--- src/rtl/mips_pkg.sv ---
// Shared definitions for the MIPS core front end: fetch FSM states and
// default datapath widths used by the fetch unit and its bus interface.
package mips_pkg;

  localparam int DEFAULT_ADDR_WIDTH = 32;
  localparam int DEFAULT_DATA_WIDTH = 32;
  localparam int PC_STEP            = 4;

  typedef enum logic [2:0] {
    IDLE  = 3'd0,
    REQ   = 3'd1,
    WAIT  = 3'd2,
    FULL  = 3'd3,
    DRAIN = 3'd4,
    FAULT = 3'd5
  } fetch_state_t;

endpackage

--- src/rtl/instr_fetch_unit_if.sv ---
// Bundle of everything the fetch unit exchanges with the program counter,
// the instruction memory port and the decode stage. The master side is the
// fetch unit itself; the slave side is the surrounding core.
interface instr_fetch_unit_if #(
  parameter int ADDR_WIDTH = mips_pkg::DEFAULT_ADDR_WIDTH,
  parameter int DATA_WIDTH = mips_pkg::DEFAULT_DATA_WIDTH
);

  // program counter side
  logic [ADDR_WIDTH-1:0] pc_addr;
  logic [ADDR_WIDTH-1:0] next_pc;
  logic                  redirect_valid;
  logic [ADDR_WIDTH-1:0] redirect_addr;

  // instruction memory side
  logic                  imem_req;
  logic [ADDR_WIDTH-1:0] imem_addr;
  logic                  imem_gnt;
  logic                  imem_rvalid;
  logic [DATA_WIDTH-1:0] imem_rdata;

  // decode side
  logic                  instr_valid;
  logic [DATA_WIDTH-1:0] instr;
  logic [ADDR_WIDTH-1:0] instr_pc;
  logic                  instr_ready;
  logic                  fetch_fault;

  modport master (
    input  pc_addr, redirect_valid, redirect_addr,
    input  imem_gnt, imem_rvalid, imem_rdata,
    input  instr_ready,
    output next_pc,
    output imem_req, imem_addr,
    output instr_valid, instr, instr_pc, fetch_fault
  );

  modport slave (
    output pc_addr, redirect_valid, redirect_addr,
    output imem_gnt, imem_rvalid, imem_rdata,
    output instr_ready,
    input  next_pc,
    input  imem_req, imem_addr,
    input  instr_valid, instr, instr_pc, fetch_fault
  );

endinterface

--- src/rtl/instr_fetch_unit.sv ---
// Instruction fetch unit: issues one fetch at a time for the current PC,
// parks the returned word in a single-entry buffer for decode, and steers
// the PC (hold, advance by PC_STEP, or redirect) through next_pc.
module instr_fetch_unit #(
  parameter int ADDR_WIDTH = mips_pkg::DEFAULT_ADDR_WIDTH,
  parameter int DATA_WIDTH = mips_pkg::DEFAULT_DATA_WIDTH,
  parameter int PC_STEP    = mips_pkg::PC_STEP
) (
  input  logic                clk,
  input  logic                reset,
  instr_fetch_unit_if.master  bus
);

  import mips_pkg::*;

  fetch_state_t          state;
  logic [ADDR_WIDTH-1:0] req_addr;
  logic [ADDR_WIDTH-1:0] seq_addr;
  logic [ADDR_WIDTH-1:0] next_pc_mux;
  logic                  misaligned;
  logic                  req_issue;
  logic                  instr_valid_q;
  logic [DATA_WIDTH-1:0] instr_q;
  logic [ADDR_WIDTH-1:0] instr_pc_q;
  logic                  fetch_fault_q;

  // Word fetches need a word-aligned PC; anything else parks the unit in FAULT.
  assign misaligned = |bus.pc_addr[1:0];

  // Sequential successor of the address in flight; the add wraps naturally.
  assign seq_addr = req_addr + ADDR_WIDTH'(PC_STEP);

  // A request is only raised for an aligned PC that is not being replaced
  // this very cycle, so a redirect never launches a stale fetch.
  assign req_issue = (state == REQ) && !misaligned && !bus.redirect_valid;

  // Pick the address the PC loads on its next negedge: redirect wins, then
  // advance once the fetched word arrives, otherwise reload the same value.
  always_comb begin
    next_pc_mux = bus.pc_addr;
    if (bus.redirect_valid) begin
      next_pc_mux = bus.redirect_addr;
    end else if ((state == WAIT) && bus.imem_rvalid) begin
      next_pc_mux = seq_addr;
    end
  end

  assign bus.next_pc     = next_pc_mux;
  assign bus.imem_addr   = bus.pc_addr;
  assign bus.imem_req    = req_issue;
  assign bus.instr_valid = instr_valid_q;
  assign bus.instr       = instr_q;
  assign bus.instr_pc    = instr_pc_q;
  assign bus.fetch_fault = fetch_fault_q;

  // Fetch sequencer and decode buffer: one outstanding request, and every
  // granted request has its response either buffered or drained.
  always_ff @(posedge clk or negedge reset) begin
    if (!reset) begin
      state         <= IDLE;
      req_addr      <= '0;
      instr_valid_q <= 1'b0;
      instr_q       <= '0;
      instr_pc_q    <= '0;
      fetch_fault_q <= 1'b0;
    end else begin
      case (state)
        IDLE: begin
          state <= REQ;
        end

        REQ: begin
          if (bus.redirect_valid) begin
            state <= REQ;
          end else if (misaligned) begin
            state         <= FAULT;
            fetch_fault_q <= 1'b1;
          end else if (req_issue && bus.imem_gnt) begin
            state    <= WAIT;
            req_addr <= bus.pc_addr;
          end
        end

        WAIT: begin
          if (bus.imem_rvalid && !bus.redirect_valid) begin
            state         <= FULL;
            instr_q       <= bus.imem_rdata;
            instr_pc_q    <= req_addr;
            instr_valid_q <= 1'b1;
          end else if (bus.redirect_valid && !bus.imem_rvalid) begin
            state <= DRAIN;
          end else if (bus.redirect_valid && bus.imem_rvalid) begin
            state <= REQ;
          end
        end

        DRAIN: begin
          if (bus.imem_rvalid) begin
            state <= REQ;
          end
        end

        FULL: begin
          if (bus.instr_ready || bus.redirect_valid) begin
            state         <= REQ;
            instr_valid_q <= 1'b0;
          end
        end

        FAULT: begin
          if (bus.redirect_valid) begin
            state         <= REQ;
            fetch_fault_q <= 1'b0;
          end
        end

        default: begin
          state         <= IDLE;
          instr_valid_q <= 1'b0;
          fetch_fault_q <= 1'b0;
        end
      endcase
    end
  end

endmodule

--- src/flat_wrapper.sv ---
// flat-port wrapper written by rule: the top's interface ports become plain ports
module instr_fetch_unit_flat import mips_pkg::*;
#(
  parameter int ADDR_WIDTH = mips_pkg::DEFAULT_ADDR_WIDTH,
  parameter int DATA_WIDTH = mips_pkg::DEFAULT_DATA_WIDTH,
  parameter int PC_STEP    = mips_pkg::PC_STEP
)
  (clk, reset, bus_pc_addr, bus_redirect_valid, bus_redirect_addr, bus_imem_gnt, bus_imem_rvalid, bus_imem_rdata, bus_instr_ready, bus_next_pc, bus_imem_req, bus_imem_addr, bus_instr_valid, bus_instr, bus_instr_pc, bus_fetch_fault);
  instr_fetch_unit_if #(.ADDR_WIDTH(ADDR_WIDTH), .DATA_WIDTH(DATA_WIDTH)) bus_i ();
  input  logic clk;
  input  logic reset;
  input wire logic [$bits(bus_i.pc_addr)-1:0] bus_pc_addr;
  input wire logic [$bits(bus_i.redirect_valid)-1:0] bus_redirect_valid;
  input wire logic [$bits(bus_i.redirect_addr)-1:0] bus_redirect_addr;
  input wire logic [$bits(bus_i.imem_gnt)-1:0] bus_imem_gnt;
  input wire logic [$bits(bus_i.imem_rvalid)-1:0] bus_imem_rvalid;
  input wire logic [$bits(bus_i.imem_rdata)-1:0] bus_imem_rdata;
  input wire logic [$bits(bus_i.instr_ready)-1:0] bus_instr_ready;
  output wire logic [$bits(bus_i.next_pc)-1:0] bus_next_pc;
  output wire logic [$bits(bus_i.imem_req)-1:0] bus_imem_req;
  output wire logic [$bits(bus_i.imem_addr)-1:0] bus_imem_addr;
  output wire logic [$bits(bus_i.instr_valid)-1:0] bus_instr_valid;
  output wire logic [$bits(bus_i.instr)-1:0] bus_instr;
  output wire logic [$bits(bus_i.instr_pc)-1:0] bus_instr_pc;
  output wire logic [$bits(bus_i.fetch_fault)-1:0] bus_fetch_fault;
  assign bus_i.pc_addr = bus_pc_addr;
  assign bus_i.redirect_valid = bus_redirect_valid;
  assign bus_i.redirect_addr = bus_redirect_addr;
  assign bus_i.imem_gnt = bus_imem_gnt;
  assign bus_i.imem_rvalid = bus_imem_rvalid;
  assign bus_i.imem_rdata = bus_imem_rdata;
  assign bus_i.instr_ready = bus_instr_ready;
  assign bus_next_pc = bus_i.next_pc;
  assign bus_imem_req = bus_i.imem_req;
  assign bus_imem_addr = bus_i.imem_addr;
  assign bus_instr_valid = bus_i.instr_valid;
  assign bus_instr = bus_i.instr;
  assign bus_instr_pc = bus_i.instr_pc;
  assign bus_fetch_fault = bus_i.fetch_fault;
  instr_fetch_unit #(.ADDR_WIDTH(ADDR_WIDTH), .DATA_WIDTH(DATA_WIDTH), .PC_STEP(PC_STEP)) u_core (.clk(clk), .reset(reset), .bus(bus_i));
endmodule
--- config.mk ---
export PLATFORM = sky130hd
export DESIGN_NAME = instr_fetch_unit_flat
export DESIGN_NICKNAME = d
export VERILOG_FILES = /design/src/rtl/mips_pkg.sv /design/src/rtl/instr_fetch_unit_if.sv /design/src/rtl/instr_fetch_unit.sv /design/src/flat_wrapper.sv
export SDC_FILE = /design/constraint.sdc
export NUM_CORES = 1
export LEC_CHECK = 0
export ABC_AREA = 1
export CORE_ASPECT_RATIO = 0.6
export CORE_MARGIN = 2
export CORE_UTILIZATION = 44
export DETAILED_ROUTE_END_ITERATION = 10
export GPL_TIMING_DRIVEN = 0
export PLACE_DENSITY = 0.86
export SLEW_MARGIN = 0
export SYNTH_ARGS = -nofsm -noshare
export SYNTH_HDL_FRONTEND = slang
export SYNTH_SLANG_ARGS = --single-unit
--- constraint.sdc ---
create_clock -name clk -period 2.43 [get_ports clk]
set_clock_uncertainty 0.2 [all_clocks]
set_input_delay 0.243 -clock clk [delete_from_list [all_inputs] [get_ports clk]]
set_output_delay 0.243 -clock clk [all_outputs]
set_load 0.01 [all_outputs]
### Cell sizes after repair

(2 px per um)
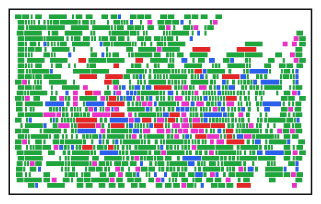
Key: drive 3 to 4 = magenta [cells 89, most used buf_4]; drive 6 and up = red [cells 32, most used clkbuf_16]; drive 2 = blue [cells 101, most used buf_2]; drive 1 or less = green [cells 875, most used nand2_1]

### Placement view

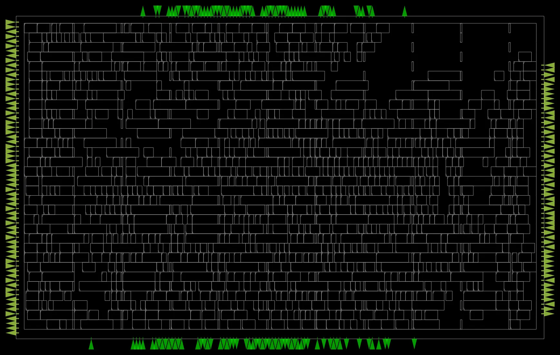
Seq cells: 101
Core ar.: 12690 um2

==> results_dict.tcl <==
# flow metrics
set metrics [dict create \
    min_path_type "in2async" \
    fmax_mhz 410.3 \
    p_seq_frac 0.377 \
    hold-worst-slack_ps 189.2 \
    maxPowerGroup "combinational logic" \
    ys_ff 101 \
    ys.flop_type "dfrtp_1" \
    relSlewSlack 0.6008 \
    setup_viol_count_final 2 \
    dp_slack_ps -657.2 \
    met3_length_um 2660 \
    fp.dieW_um 150.3 \
    dominant-cell-class "buffers" \
    portBuffers 232 \
    ys_seq_share 0.4471 \
    p_leak_uw 0.004250 \
    status "finished with violations" \
    max_stage_delay_ps 440 \
    cts-resized-gates 158 \
    seq_power_uw 3160 \
    switching_share 0.3878 \
    dr.pass1.iters 6 \
    crit_arrival_ps 1990 \
    rsz0062_at_grt "yes" \
    inverters 69 \
    fin_ws_ps -7.513 \
    reg2reg_to "u_core.bus.instr_pc[2]" \
    grtUsageMet2 0.4644 \
    violations "setup timing" \
    dp_cells 1215 \
    p_per_area_nw_per_um2 924.7 \
    crit_path_top_delay_cell "dfrtp_1" \
]
### Supply network

(4 px per um) Pins as bars on the die edge.
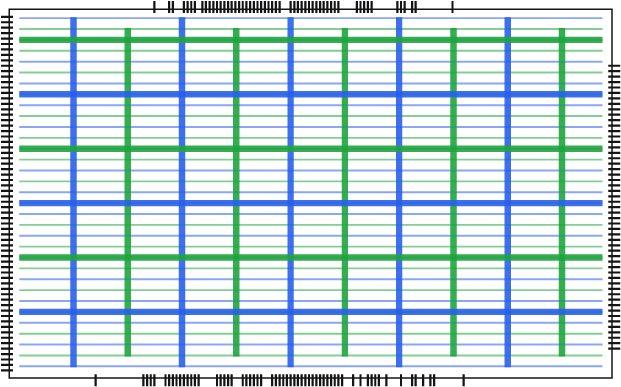
Key: VSS = blue; VDD = green
233 signal pins sit on the boundary. 33 met1 rails follow the rows. The core has 32 rows. 6 straps on met5. 10 straps on met4.

### A small window of the routed layout

Window x 50 to 100, y 39 to 89 um. Cells in gray, sequential cells in the stronger gray; small squares are vias.
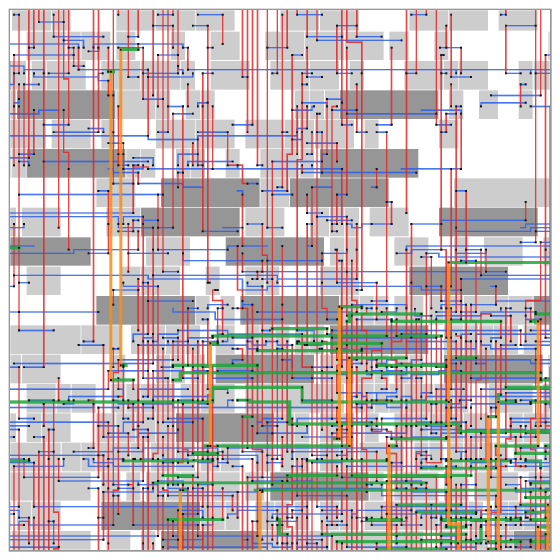
Key: met3 = green; met4 = orange; met1 = blue; met2 = red
Most frequent: nand2_1 (84), clkdlybuf4s50_1 (36), dfrtp_1 (20). Sequential cells in the window: 20. Netlist names of flops here include `u_core.req_addr` (8), `u_core.bus.instr` (6), `u_core.bus.instr_pc` (6). 248 logic cells have their middle in the window.

